File: src/rtl/rv_pkg.sv
// Shared encodings for the multi-cycle RV control unit: FSM states, the
// opcodes it dispatches on, and the datapath mux/ALU select codes.
package rv_pkg;

  typedef enum logic [3:0] {
    ST_FETCH  = 4'd0,
    ST_DECODE = 4'd1,
    ST_EXEC_R = 4'd2,
    ST_EXEC_I = 4'd3,
    ST_ADDR   = 4'd4,
    ST_MEM_RD = 4'd5,
    ST_MEM_WR = 4'd6,
    ST_WB_ALU = 4'd7,
    ST_WB_MEM = 4'd8,
    ST_BRANCH = 4'd9,
    ST_TRAP   = 4'd10
  } state_e;

  localparam logic [6:0] OP_R      = 7'b0110011;
  localparam logic [6:0] OP_I      = 7'b0010011;
  localparam logic [6:0] OP_LOAD   = 7'b0000011;
  localparam logic [6:0] OP_STORE  = 7'b0100011;
  localparam logic [6:0] OP_BRANCH = 7'b1100011;

  localparam logic [1:0] ALU_OP_ADD = 2'b00;
  localparam logic [1:0] ALU_OP_R   = 2'b01;

  localparam logic [1:0] SRCB_RS2  = 2'b00;
  localparam logic [1:0] SRCB_FOUR = 2'b01;
  localparam logic [1:0] SRCB_IMM  = 2'b10;

  localparam logic ADDR_PC  = 1'b0;
  localparam logic ADDR_ALU = 1'b1;

endpackage

File: src/rtl/mc_ctrl.sv
// Multi-cycle instruction control FSM: sequences fetch/decode/execute/memory/
// write-back, drives datapath selects and counts retired instructions.
module mc_ctrl
  import rv_pkg::*;
(
  input  logic        clk,
  input  logic        rst_n,
  input  logic [6:0]  opcode,
  input  logic        br_taken,
  input  logic        mem_ready,
  output logic        mem_req,
  output logic        mem_we,
  output logic        addr_sel,
  output logic        ir_write,
  output logic        pc_write,
  output logic        pc_sel,
  output logic        alu_src_a,
  output logic [1:0]  alu_src_b,
  output logic [1:0]  alu_op,
  output logic        reg_write,
  output logic        wb_sel,
  output logic        trap,
  output logic [31:0] instret
);

  state_e      r_state;
  state_e      w_next;
  logic        w_retire;
  logic [31:0] r_instret;

  always_ff @(posedge clk) begin
    if (!rst_n) begin
      r_state <= ST_FETCH;
    end else begin
      r_state <= w_next;
    end
  end

  // Counter is only written on reset or retire so it holds otherwise
  always_ff @(posedge clk) begin
    if (!rst_n) begin
      r_instret <= '0;
    end else if (w_retire) begin
      r_instret <= r_instret + 32'd1;
    end
  end

  always_comb begin
    w_next    = r_state;
    w_retire  = 1'b0;
    mem_req   = 1'b0;
    mem_we    = 1'b0;
    addr_sel  = ADDR_PC;
    ir_write  = 1'b0;
    pc_write  = 1'b0;
    pc_sel    = 1'b0;
    alu_src_a = 1'b0;
    alu_src_b = SRCB_RS2;
    alu_op    = ALU_OP_ADD;
    reg_write = 1'b0;
    wb_sel    = 1'b0;
    trap      = 1'b0;

    unique case (r_state)
      ST_FETCH: begin
        mem_req = 1'b1;
        // PC+4 is computed and written in the same cycle the word arrives
        if (mem_ready) begin
          ir_write  = 1'b1;
          pc_write  = 1'b1;
          alu_src_b = SRCB_FOUR;
          w_next    = ST_DECODE;
        end
      end
      ST_DECODE: begin
        alu_src_b = SRCB_IMM;
        case (opcode)
          OP_R:               w_next = ST_EXEC_R;
          OP_I:               w_next = ST_EXEC_I;
          OP_LOAD, OP_STORE:  w_next = ST_ADDR;
          OP_BRANCH:          w_next = ST_BRANCH;
          default:            w_next = ST_TRAP;
        endcase
      end
      ST_EXEC_R: begin
        alu_src_a = 1'b1;
        alu_op    = ALU_OP_R;
        w_next    = ST_WB_ALU;
      end
      ST_EXEC_I: begin
        alu_src_a = 1'b1;
        alu_src_b = SRCB_IMM;
        w_next    = ST_WB_ALU;
      end
      ST_ADDR: begin
        alu_src_a = 1'b1;
        alu_src_b = SRCB_IMM;
        w_next    = (opcode == OP_LOAD) ? ST_MEM_RD : ST_MEM_WR;
      end
      ST_MEM_RD: begin
        mem_req  = 1'b1;
        addr_sel = ADDR_ALU;
        if (mem_ready) w_next = ST_WB_MEM;
      end
      ST_MEM_WR: begin
        mem_req  = 1'b1;
        mem_we   = 1'b1;
        addr_sel = ADDR_ALU;
        if (mem_ready) begin
          w_retire = 1'b1;
          w_next   = ST_FETCH;
        end
      end
      ST_WB_ALU: begin
        reg_write = 1'b1;
        w_retire  = 1'b1;
        w_next    = ST_FETCH;
      end
      ST_WB_MEM: begin
        reg_write = 1'b1;
        wb_sel    = 1'b1;
        w_retire  = 1'b1;
        w_next    = ST_FETCH;
      end
      ST_BRANCH: begin
        pc_write = br_taken;
        pc_sel   = 1'b1;
        w_retire = 1'b1;
        w_next   = ST_FETCH;
      end
      ST_TRAP: begin
        trap = 1'b1;
      end
      default: begin
        w_next = ST_FETCH;
      end
    endcase
  end

  assign instret = r_instret;

endmodule
File: config.mk
export PLATFORM = sky130hd
export DESIGN_NAME = mc_ctrl
export DESIGN_NICKNAME = d
export VERILOG_FILES = /design/src/rtl/rv_pkg.sv /design/src/rtl/mc_ctrl.sv
export SDC_FILE = /design/constraint.sdc
export NUM_CORES = 1
export LEC_CHECK = 0
export ABC_AREA = 1
export CELL_PAD_IN_SITES_DETAIL_PLACEMENT = 1
export CELL_PAD_IN_SITES_GLOBAL_PLACEMENT = 1
export CORE_ASPECT_RATIO = 1.75
export CORE_MARGIN = 10
export CORE_UTILIZATION = 36
export DETAILED_ROUTE_END_ITERATION = 7
export PLACE_DENSITY_LB_ADDON = 0.1
export SLEW_MARGIN = 20
export SYNTH_ARGS = -nofsm -noshare
export SYNTH_HDL_FRONTEND = slang
export SYNTH_SLANG_ARGS = --single-unit
File: constraint.sdc
create_clock -name clk -period 3.7 [get_ports clk]
set_clock_uncertainty 0.05 [all_clocks]
set_input_delay 0.74 -clock clk [delete_from_list [all_inputs] [get_ports clk]]
set_output_delay 0.74 -clock clk [all_outputs]
set_load 0.01 [all_outputs]
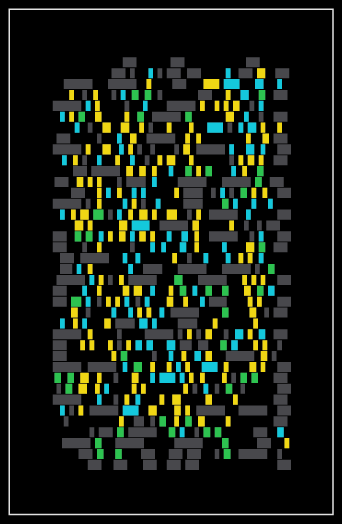
*Selected gate families*
Drawn at 4 px/um.
legend:
  nor cells:
    color: cyan
    cells: 94
    most_used: nor2_1
  nand cells:
    color: yellow
    cells: 147
    most_used: nand2_1
  aoi and oai cells:
    color: green
    cells: 44
    most_used: a21oi_1
logic share of the area: 0.440
Top cell excl fill/tap: nand2_1

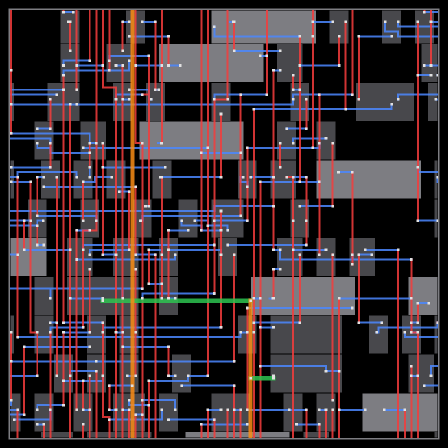
*A small window of the routed layout*
Region (25, 73) to (55, 103) um. Cells in gray, sequential cells in the stronger gray; small squares are vias.
legend:
  M4:
    color: orange
  M3:
    color: green
  M1:
    color: blue
  M2:
    color: red
sequential cells in the window: 6
most frequent: nand2_1 (21), nor2_1 (12), inv_1 (11)
netlist names of flops here include: instret (4), r_state (2)
cells with their middle in the window: 69

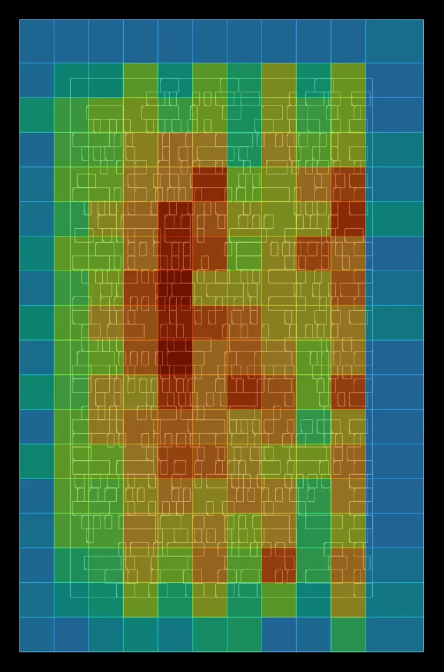
*Congestion heat map*
met1 Resource Use GR: 0.145
wire per inst: 14.8 um
final core occ: 0.484
routing usage on met3: 0.0342

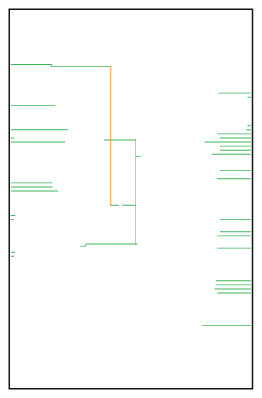
*Wiring by layer*
Drawn at 3 px/um. Two of the layers only.
legend:
  M3:
    color: green
    wire_length: 376 um
  M4:
    color: orange
    wire_length: 80.9 um

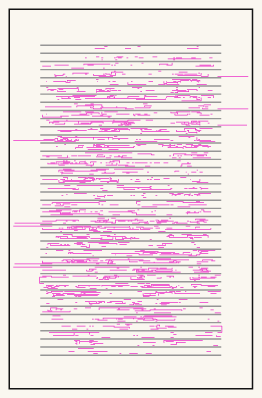
*Signal wires on met1*
Drawn at 3 px/um. Supply wires on this layer in gray.
longest straight run: 24.8 um
main direction: horizontal
wire length on this layer: 2780 um
WL final: 7.79 mm
Via Count: 2622

==> GITHUB_STEP_SUMMARY <==
## Synthesis and layout report

| Metric | Value |
|---|---|
| Drt drc | `0` |
| Tcrit/Tclk final | `0.784` |
| DP Area | `2920 um^2` |
| Status | `finished, final reports clean` |
| Clk buf depth | `2` |
| Critical Path RT | `approximately 2900 ps` |
| Setup tns final | `0 ps` |
| Syn Nets | `401` |
| Worst hold path class | `register to register` |
| Root Buffer | `clkbuf_8` |
| CP max FO | `6` |
| Synthesized area | `2310 um^2` |
| Peak VDD IR | `about 0.00023 V` |
| Asr flop ratio synth | `0` |
| DRT iter0 DRCs | `84` |
| Lkg Pwr | `about 1.1 nW` |
| CTS resizes | `0` |
| Tool warning count | `26` |
| Post-Synthesis Cells | `389` |
| Die height | `126 um` |
| Critical Path AT | `2110 ps` |
| Slew Viols, Final | `0` |
| Final tally of hold violations | `0` |
| Input/output buffers | `55` |
| Vias per cell | `4.98` |
| Total grt overflow | `0` |
| DIE WIDTH | `80.6 um` |
| RSZ-0062 raised after global routing | `false` |
| Post-DP HPWL | `6.41 mm` |
| Startpoint types | `input port` |
| Highest Clock Rate | `0.345 GHz` |
| Setup Fix Bufs, Post-CTS | `0` |
| Slew HR | `0.649` |
| Flops & latches, synth | `36` |
## routing by layer
metal  routed length [um]  up-vias
li1                     -     1333
met1                 2780     1245
met2                 4560       38
met3                  375        6
met4                   80        0
met5                    0        -
## how the worst min path moves through the flow
stage | start | to | slack (ps) | cells after the start
after floorplan | instret[8] | instret[8] | 450 | 2
after global placement | instret[4] | instret[4] | 430 | 2
after detailed placement | instret[19] | instret[19] | 440 | 2
after CTS | instret[19] | instret[19] | 460 | 2
after global routing | instret[19] | instret[19] | 500 | 2
final | instret[8] | instret[8] | 460 | 2
## cell usage after synthesis (2+ instances only)
cell        n  area share
o21bai_1    2      0.0065
inv_1      53       0.086
a21oi_1    19       0.041
nor2_4      5       0.024
nand4_1    12       0.033
a31oi_1     2      0.0054
nor2_2      7       0.019
o21ai_1     5       0.011
nand2_1   103        0.17
nand2_2     4       0.011
buf_4       4       0.013
clkinv_1    2      0.0033
clkbuf_1    2      0.0033
o21ai_0    16       0.035
dfxtp_1    36        0.31
nor3_1      9       0.020
nor2_1     72        0.12
nand3_1    26       0.056
## sequential cells by signal, summed over array words and instances, names as in the netlist
signal	cells
instret	32
r_state	4
## area by class of cell
| class | instances | area, um^2 |
|---|---|---|
| fillers | 879 | 3220 |
| multi-input cells | 289 | 1330 |
| flip-flops and latches | 36 | 721 |
| repair buffers | 57 | 566 |
| inverters | 56 | 210 |
| well taps | 80 | 100 |
| clock buffers | 8 | 90.1 |
## worst max-delay path, cell delays in order
cell and delay (ps):
clkdlybuf4s50_1 490, inv_1 110, o21ai_0 200, clkdlybuf4s50_1 570
## cells by family (layout without fill, tap and decap cells)
kind of cell    after synthesis  count (layout)  synth area share
simple gates                241             241             0.460
flops                        36              36             0.312
xor+xnor                      2               2           0.00759
buf+inv                      64             121             0.114
other cells                   1               1           0.00162
compound gates               44              44            0.0986
fa+ha+maj                     1               1           0.00542
## report_power, final
group	internal, mW	total (mW)	switching (mW)
clock	0.152	0.298	0.145
sequential	0.412	0.452	0.0399
combinational	0.204	0.490	0.286
total	0.768	1.24	0.472
## stage by stage
step / hold WS (ps) / utilization / power (mW)
after floorplan: 452 / - / 0.756
after CTS: 460 / 0.484 / 1.26
final: 457 / 0.484 / 1.24
after detailed placement: 443 / 0.469 / 0.964
after global placement: 432 / 0.469 / 0.952
after global routing: 497 / 0.484 / 1.33
Power is estimated from default activity; no workload was simulated.
